Fig. 1: run 1, PDN straps and rails
Scale: 1 px per um. Pins as bars on the die edge.
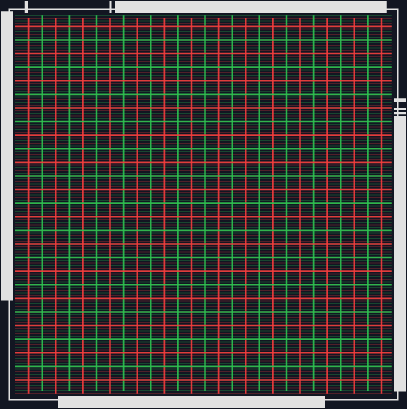
Fig. 2: run 1, routing congestion
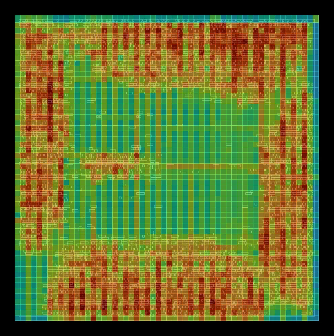
Fig. 3: run 1, local utilization
39 x 39 tiles, from white (low) to dark blue (high), 0 to 100% covered.
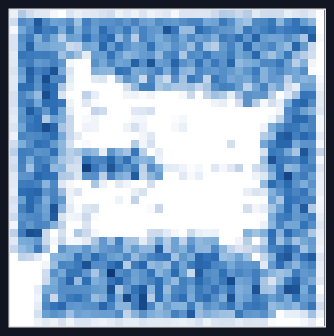
**config.mk**
```make
export PLATFORM = sky130hd
export DESIGN_NAME = rf_collect
export DESIGN_NICKNAME = d
export VERILOG_FILES = /design/src/rtl/rf_collect_pkg.sv /design/src/rtl/rf_collect.sv
export SDC_FILE = /design/constraint.sdc
export NUM_CORES = 1
export LEC_CHECK = 0
export CAP_MARGIN = 0
export CORE_AREA = 5 5 382 384
export CTS_CLUSTER_DIAMETER = 60
export DETAILED_ROUTE_END_ITERATION = 6
export DIE_AREA = 0 0 387 389
export SYNTH_ARGS = -nofsm -noshare
export SYNTH_HDL_FRONTEND = slang
export SYNTH_SLANG_ARGS = --single-unit
```
**constraint.sdc**
```tcl
create_clock -name clk -period 1.75 [get_ports clk]
set_input_delay 0.35 -clock clk [delete_from_list [all_inputs] [get_ports clk]]
set_output_delay 0.35 -clock clk [all_outputs]
set_load 0.02 [all_outputs]
```
**src/rtl/rf_collect_pkg.sv**
```systemverilog
// Shared definitions for the rf_collect frame collector: FSM state encoding,
// default geometry and the frame-size helper.
package rf_collect_pkg;

  // FILL: gathering words, no frame offered. HOLD: a complete frame is offered.
  typedef enum logic [0:0] {
    StFill = 1'b0,
    StHold = 1'b1
  } state_e;

  localparam int unsigned DefWordWidth = 32;
  localparam int unsigned DefOutNum    = 5;
  localparam int unsigned DefChannel   = 6;

  // Words per frame for a given channel count and words-per-channel.
  function automatic int unsigned frame_words(input int unsigned channel,
                                              input int unsigned out_num);
    return channel * out_num;
  endfunction

  // Frame size for the default geometry.
  localparam int unsigned N = frame_words(DefChannel, DefOutNum);

endpackage

```
**src/rtl/rf_collect.sv**
```systemverilog
// rf_collect: serial-to-parallel frame collector. Words arrive one per accept
// (word 0 first, stored in the lowest slice) and are presented as one packed
// frame with a valid/ready handshake.
// Build option: define RF_COLLECT_DBUF_EN for a separate fill buffer, which lets
// the next frame be gathered while the previous one is still held.
module rf_collect
  import rf_collect_pkg::*;
#(
  parameter int unsigned WORDWIDTH = DefWordWidth,
  parameter int unsigned OUT_NUM   = DefOutNum,
  parameter int unsigned CHANNEL   = DefChannel,
  localparam int unsigned NWords   = frame_words(CHANNEL, OUT_NUM),
  localparam int unsigned CntW     = $clog2(NWords)
) (
  input  logic                        clk,
  input  logic                        rstn,
  input  logic                        clear,
  input  logic                        in_valid,
  input  logic [WORDWIDTH-1:0]        in_data,
  output logic                        in_ready,
  output logic [CntW-1:0]             count,
  output logic                        out_valid,
  input  logic                        out_ready,
  output logic [NWords*WORDWIDTH-1:0] out_data
);

  localparam int unsigned FrameW = NWords * WORDWIDTH;
  localparam logic [CntW-1:0] LastIdx = CntW'(NWords - 1);

  state_e state_q, state_d;
  logic [CntW-1:0] count_q, count_d;
  logic [FrameW-1:0] data_q, data_d;

  logic accept;
  logic last;
  logic complete;
  logic [FrameW-1:0] fill_base;
  logic [FrameW-1:0] merged;

`ifdef RF_COLLECT_DBUF_EN
  logic [FrameW-1:0] buf_q, buf_d;
  assign fill_base = buf_q;
`else
  // Single buffer: the frame is assembled directly in the output register.
  assign fill_base = data_q;
`endif

  assign accept   = in_valid & in_ready;
  assign last     = (count_q == LastIdx);
  // clear beats a simultaneous accept, so a cleared word can never complete a frame.
  assign complete = accept & ~clear & last;

  assign count    = count_q;
  assign out_data = data_q;

  // Fill buffer with the incoming word dropped into the slot at count_q.
  always_comb begin
    merged = fill_base;
    for (int i = 0; i < NWords; i++) begin
      if (count_q == CntW'(i)) begin
        merged[i*WORDWIDTH +: WORDWIDTH] = in_data;
      end
    end
  end

  // Write index: advances per accept, wraps after the last word, zeroed by clear.
  always_comb begin
    count_d = count_q;
    if (clear) begin
      count_d = '0;
    end else if (accept) begin
      count_d = last ? '0 : count_q + CntW'(1);
    end
  end

`ifdef RF_COLLECT_DBUF_EN
  // Double buffer: words land in buf; a completion publishes the merged frame.
  always_comb begin
    buf_d  = buf_q;
    data_d = data_q;
    if (clear) begin
      buf_d = '0;
    end else if (accept) begin
      buf_d = merged;
      if (last) begin
        data_d = merged;
        buf_d  = '0;
      end
    end
  end
`else
  // Single buffer: a held frame is never touched, since no accept happens in HOLD.
  always_comb begin
    data_d = data_q;
    if (clear) begin
      if (state_q == StFill) begin
        data_d = '0;
      end
    end else if (accept) begin
      data_d = merged;
    end
  end
`endif

  // FSM next state: completion enters/keeps HOLD, a handshake without completion leaves it.
  always_comb begin
    state_d = state_q;
    unique case (state_q)
      StFill: begin
        if (complete) begin
          state_d = StHold;
        end
      end
      StHold: begin
        if (!complete && out_ready) begin
          state_d = StFill;
        end
      end
      default: state_d = StFill;
    endcase
  end

  // FSM outputs: in_ready depends only on state, count and out_ready.
  always_comb begin
    out_valid = (state_q == StHold);
`ifdef RF_COLLECT_DBUF_EN
    // Stall only the final word while the previous frame is still unconsumed.
    in_ready  = !(last && (state_q == StHold) && !out_ready);
`else
    in_ready  = (state_q == StFill);
`endif
  end

  // FSM state register.
  always_ff @(posedge clk or negedge rstn) begin
    if (!rstn) begin
      state_q <= StFill;
    end else begin
      state_q <= state_d;
    end
  end

  // Datapath registers: write index and frame storage.
  always_ff @(posedge clk or negedge rstn) begin
    if (!rstn) begin
      count_q <= '0;
      data_q  <= '0;
    end else begin
      count_q <= count_d;
      data_q  <= data_d;
    end
  end

`ifdef RF_COLLECT_DBUF_EN
  // Separate fill buffer register.
  always_ff @(posedge clk or negedge rstn) begin
    if (!rstn) begin
      buf_q <= '0;
    end else begin
      buf_q <= buf_d;
    end
  end
`endif

endmodule

```
==> flow_summary.toml, run 1 <==
# flow metrics
[cells_and_area]
drive_above_1_share_pct = 37.33
layout.nonclk_buf_share_pct = 21.49
dominant-cell-class = "registers"
comb-cell-share_pct = 25.32
inv_count = 36
buffers = 1440
seq_cells = 966
nets = 4626
instances_no_fill = 6584
areaGrowthSynthToFinish_pct = 45.34
clock_tree_area_fraction_pct = 6.823
nFillCells = 13780
seqAreaFraction_pct = 41.97
post-route-cell-area_um2 = 57620
logic_area_um2 = 14590
logic_gates = 2027

[synth]
simple_gate_share_pct = 10.24
xor_area_share_pct = 0.02209
postSynthAreaPerCell_um2 = 11.84
flop_cell = "dfrtp_1"
ys_cells = 3347
synth_top_cell_by_count = "dfrtp_1"
synth.distinct_cells = 32
ys_area_um2 = 39640
netlist_area_um2 = 39640
synthAdderAreaFrac_pct = 0.1578
compound_area_share_pct = 1.101
synthTopCellsByArea = "dfrtp_1 (61%), mux2i_1 (23%), nand2_1 (9.0%)"
fp_nets = 3389
edf_count = 0
async_reset_ff_share_pct = 100.0

[global_route]
antenna_found_initial = 14
grt_pass1_wl_mm = 248.2
overflow = 0
grt_max_degree = 95
grt_pass1_vias = 31780

[clock_tree]
numCtsBuffers = 113
cts_buffer_depth = 3
cts_tree = "yes"
root_buffer = "clkbuf_16"
htreeDepth = 3
cts-resized-gates = 4318
insertion_delay_ns = 0.71
postCtsSetupBuffers = 39

[critical_path]
cp.buffers_inverters = 6
cp.depth = 9
r2r_start = "out_valid$_DFF_PN0_"
crit_path_frequent_cell = "buf_6"
crit_path_end = "out_data[919]$_DFFE_PN0P_"
required_ns = 2.37
crit_path_start = "out_valid$_DFF_PN0_"
path_cells = "buf_6, buf_6, nand4b_1, buf_4, buf_6, nor2_4, buf_12, clkbuf_16, mux2i_1"
worstPathArrival_ns = 2.64
reg2reg_slack_ns = -0.28
critPathSlowestCell = "dfrtp_2"

[timing]
fin_crit_ns = 2.025
max_slew_margin_pct = 62.36
setup_ws_ns = -0.2750
finalHoldViolations = 0
finalCritPeriodShare_pct = 115.7
rsz0062_at_grt = "yes"
setup_viol = 950
finClkSkew_ns = 0.02479

[run_status]
violations = "setup timing"
status = "finished with violations"

[pwr]
p_leak_uw = 0.03134
p_clk_uw = 24900
peakVddDrop_uv = 1015
p_per_area_nw_per_um2 = 897.8
clock_power_share_pct = 48.1
powerComb_uw = 4180
maxPowerGroup = "clock"
swShare_pct = 25.32

[die]
boundaryPins = 1004
dieArea_um2 = 150500
fp_util_pct = 27.83
tap_cells = 1903

[drt]
drt_iter0_drc = 2401
drc = 0
viasPerCell = 4.805
dr.pass1.iters = 6
via_count = 31640
wirelength_mm = 187.1

[place]
io_buffers = 1003
placed_area_um2 = 54940

[hold_path]
holdCritPathClass = "primary input to async pin"
About Fig. 1:
Green shows VDD. Red shows VSS.
The core has 139 rows. 140 met1 rails follow the rows. 27 straps on met4. 1004 signal pins sit on the boundary. 27 straps on met5.
Die Y: 389 um
Core Box Area: 142400 um2

About Fig. 2:
GR Util met2: 37.39%
gr usage total: 22.81%
drt wl/cell: 28.42 um
Most Used Layer, Global Route: met2

About Fig. 3:
The mean over all tiles is 37%. 23% of the tiles are nearly empty. The fullest tile reaches 96%. The emptiest ninth of the die: centre. 6.6% of the tiles are over 75% full.

==> run 1: sequential cells by signal (all words and copies together) (netlist names) <==
name / flops
count: 5
out_data: 960
out_valid: 1
==> run 1: through the flow <==
step	hold WS, ns	total power (uW)
final	0.1750	51730
after global routing	0.1385	53360
after CTS	0.08372	51860
after detailed placement	0.3185	27010
after global placement	0.3140	27000
after floorplan	0.05441	24350
==> run 1: routing by layer <==
layer | global-route usage (%) | vias to the layer above | part of all wire, % | wire [um]
li1 | - | 13530 | - | -
met1 | 28.12 | 16330 | 39 | 73720
met2 | 37.39 | 1389 | 47 | 88870
met3 | 6.381 | 375 | 7.9 | 14710
met4 | 10.23 | 4 | 5.2 | 9775
met5 | 0 | - | 0.018 | 33
Fig. 4: run 1, routed clock nets over the placement
Scale: 1.5 px per um.
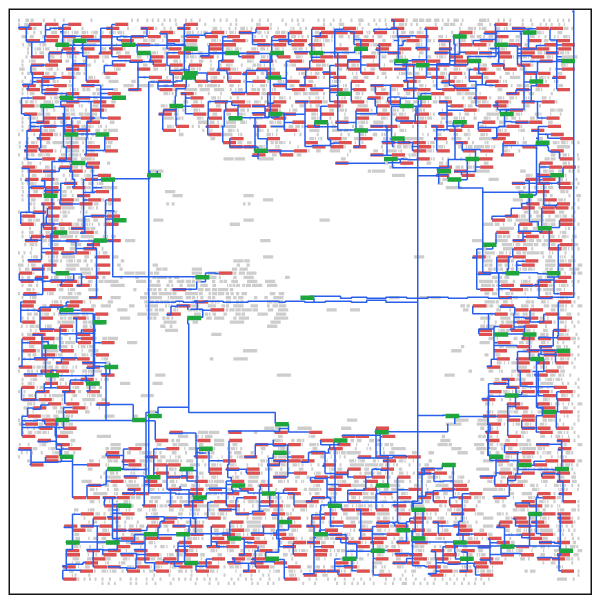

==> run 2: changes to the inputs <==
--- a/config.mk
+++ b/config.mk
@@ -7,9 +7,11 @@
 export LEC_CHECK = 0
 export CAP_MARGIN = 0
 export CORE_AREA = 5 5 382 384
+export CTS_BUF_LIST = sky130_fd_sc_hd__clkbuf_16
 export CTS_CLUSTER_DIAMETER = 60
 export DETAILED_ROUTE_END_ITERATION = 6
 export DIE_AREA = 0 0 387 389
+export HOLD_SLACK_MARGIN = 0.15
 export SYNTH_ARGS = -nofsm -noshare
 export SYNTH_HDL_FRONTEND = slang
 export SYNTH_SLANG_ARGS = --single-unit
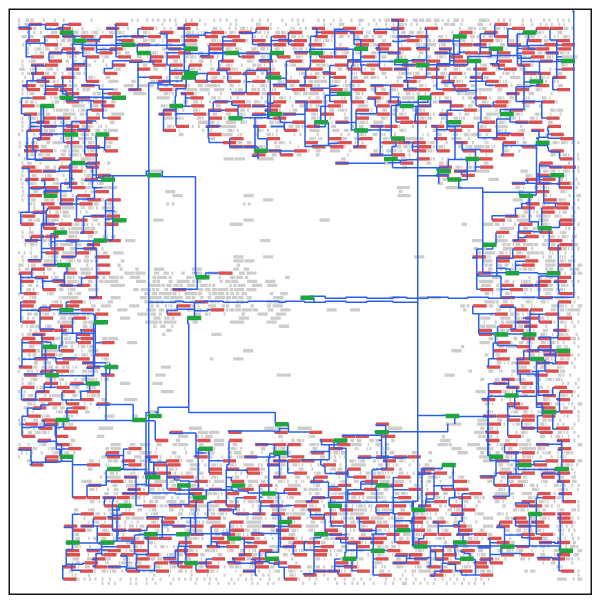
Fig. 5. Routed clock nets over the placement (run 2).
Scale: 1.5 px per um.
Green shows clock drivers, count 113. Red shows flip-flops, count 966. Blue shows clock wires, length 13700 um.
Position of the flops: all over the die.
worst clock skew: 0.03805 ns
clk latency late pin: 0.74 ns

==> flow_summary.toml, run 2 <==
# flow metrics
[run_status]
status = "finished with violations"
violations = "setup timing"

[die]
fp_util_pct = 27.83
die_y_um = 389
core_um2 = 142400
boundaryPins = 1004

[clock_tree]
numCtsBuffers = 113
postCtsSetupBuffers = 38
cts_buffer_depth = 3
cts-resized-gates = 4309
cts_tree = "yes"

[global_route]
grt_pass1_wl_mm = 247.0
overflow = 0
grt_util_met1_pct = 27.96
globalRouteTotalUtil_pct = 22.67
grt_pass1_vias = 31750
top_usage_layer = "met2"
antenna_found_initial = 14

[critical_path]
crit_path_end = "out_data[385]$_DFFE_PN0P_"
critPathSlowestCell = "dfrtp_2"
r2r_start = "out_valid$_DFF_PN0_"
required_ns = 2.40
path_cells = "buf_6, buf_4, nand4b_1, buf_6, nor3b_4, buf_4, clkbuf_16, mux2i_1"
worstPathArrival_ns = 2.62

[cells_and_area]
nets = 4644
inv_count = 36
logic_area_um2 = 14600
logic_gates = 2027
nFillCells = 13740
comb-cell-share_pct = 25.29
areaGrowthSynthToFinish_pct = 45.58
seq_cells = 966
post-route-cell-area_um2 = 57710
layout.nonclk_buf_share_pct = 22.00
seqAreaFraction_pct = 41.90

[drt]
dr_wl_met3_mm = 13.84
wirelength_mm = 190.7
detail_route.wirelength.met1_mm = 76.10
drc = 0
drt_iter0_drc = 2598
via_count = 31840
viasPerCell = 4.821
wl_met2_mm = 91.20
wl_per_cell_um = 28.88

[synth]
synth_top_cell_by_count = "dfrtp_1"
edf_count = 0
ys_area_um2 = 39640
synth.distinct_cells = 32
async_reset_ff_share_pct = 100.0
fp_nets = 3389

[place]
io_buffers = 1003

[timing]
setup_ws_ns = -0.2213
holdWs_ns = 0.2635
rsz0062_at_grt = "yes"
max_slew_margin_pct = 56.09
finalCritPeriodShare_pct = 112.6
finalHoldViolations = 0
setup_viol = 942

[pwr]
p_leak_uw = 0.03136
p_per_area_nw_per_um2 = 877.6
peakVddDrop_uv = 1017
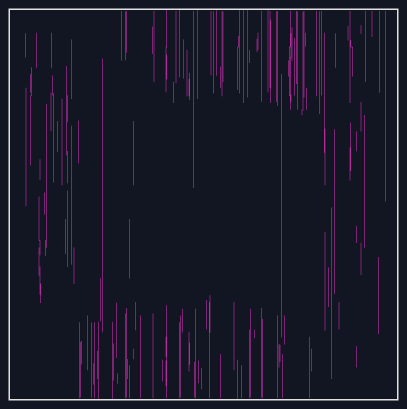
Fig. 6. The metal 4 layer (run 2).
Scale: 1 px per um.
The wires run mostly vertical. The layer holds 5.0% of the routed length. The longest straight run is 273 um. 118 nets have wire on it.

-- run 2: worst max-delay path, delay by kind of cell (launching register included) --
kind	cells	cell delay, ns
buf+inv	5	0.87
flops	1	0.46
simple gates	2	0.39
mux	1	0.20
-- run 2: cells by family (layout without fill, tap and decap cells) --
family                   after synthesis  count (layout)  synth area share [%]
AND/OR/NAND/NOR                     1022            1022                 10.24
flip-flops                           966             966                 60.98
multiplexers                         928             928                 23.43
buffers and inverters                354            1702                 4.071
AND-OR/OR-AND                         71              71                 1.101
adder cells (fa/ha/maj)                5               5                0.1578
XOR/XNOR                               1               1               0.02210
other                                  0               6                     0
-- run 2: report_power, final --
part           internal, uW  total, uW  switching, uW  leakage [uW]
registers             22500      22700            138        0.0134
clock network         13500      23700          10200       0.00190
logic                  1450       4240           2790        0.0160
Power is estimated from default activity; no workload was simulated.
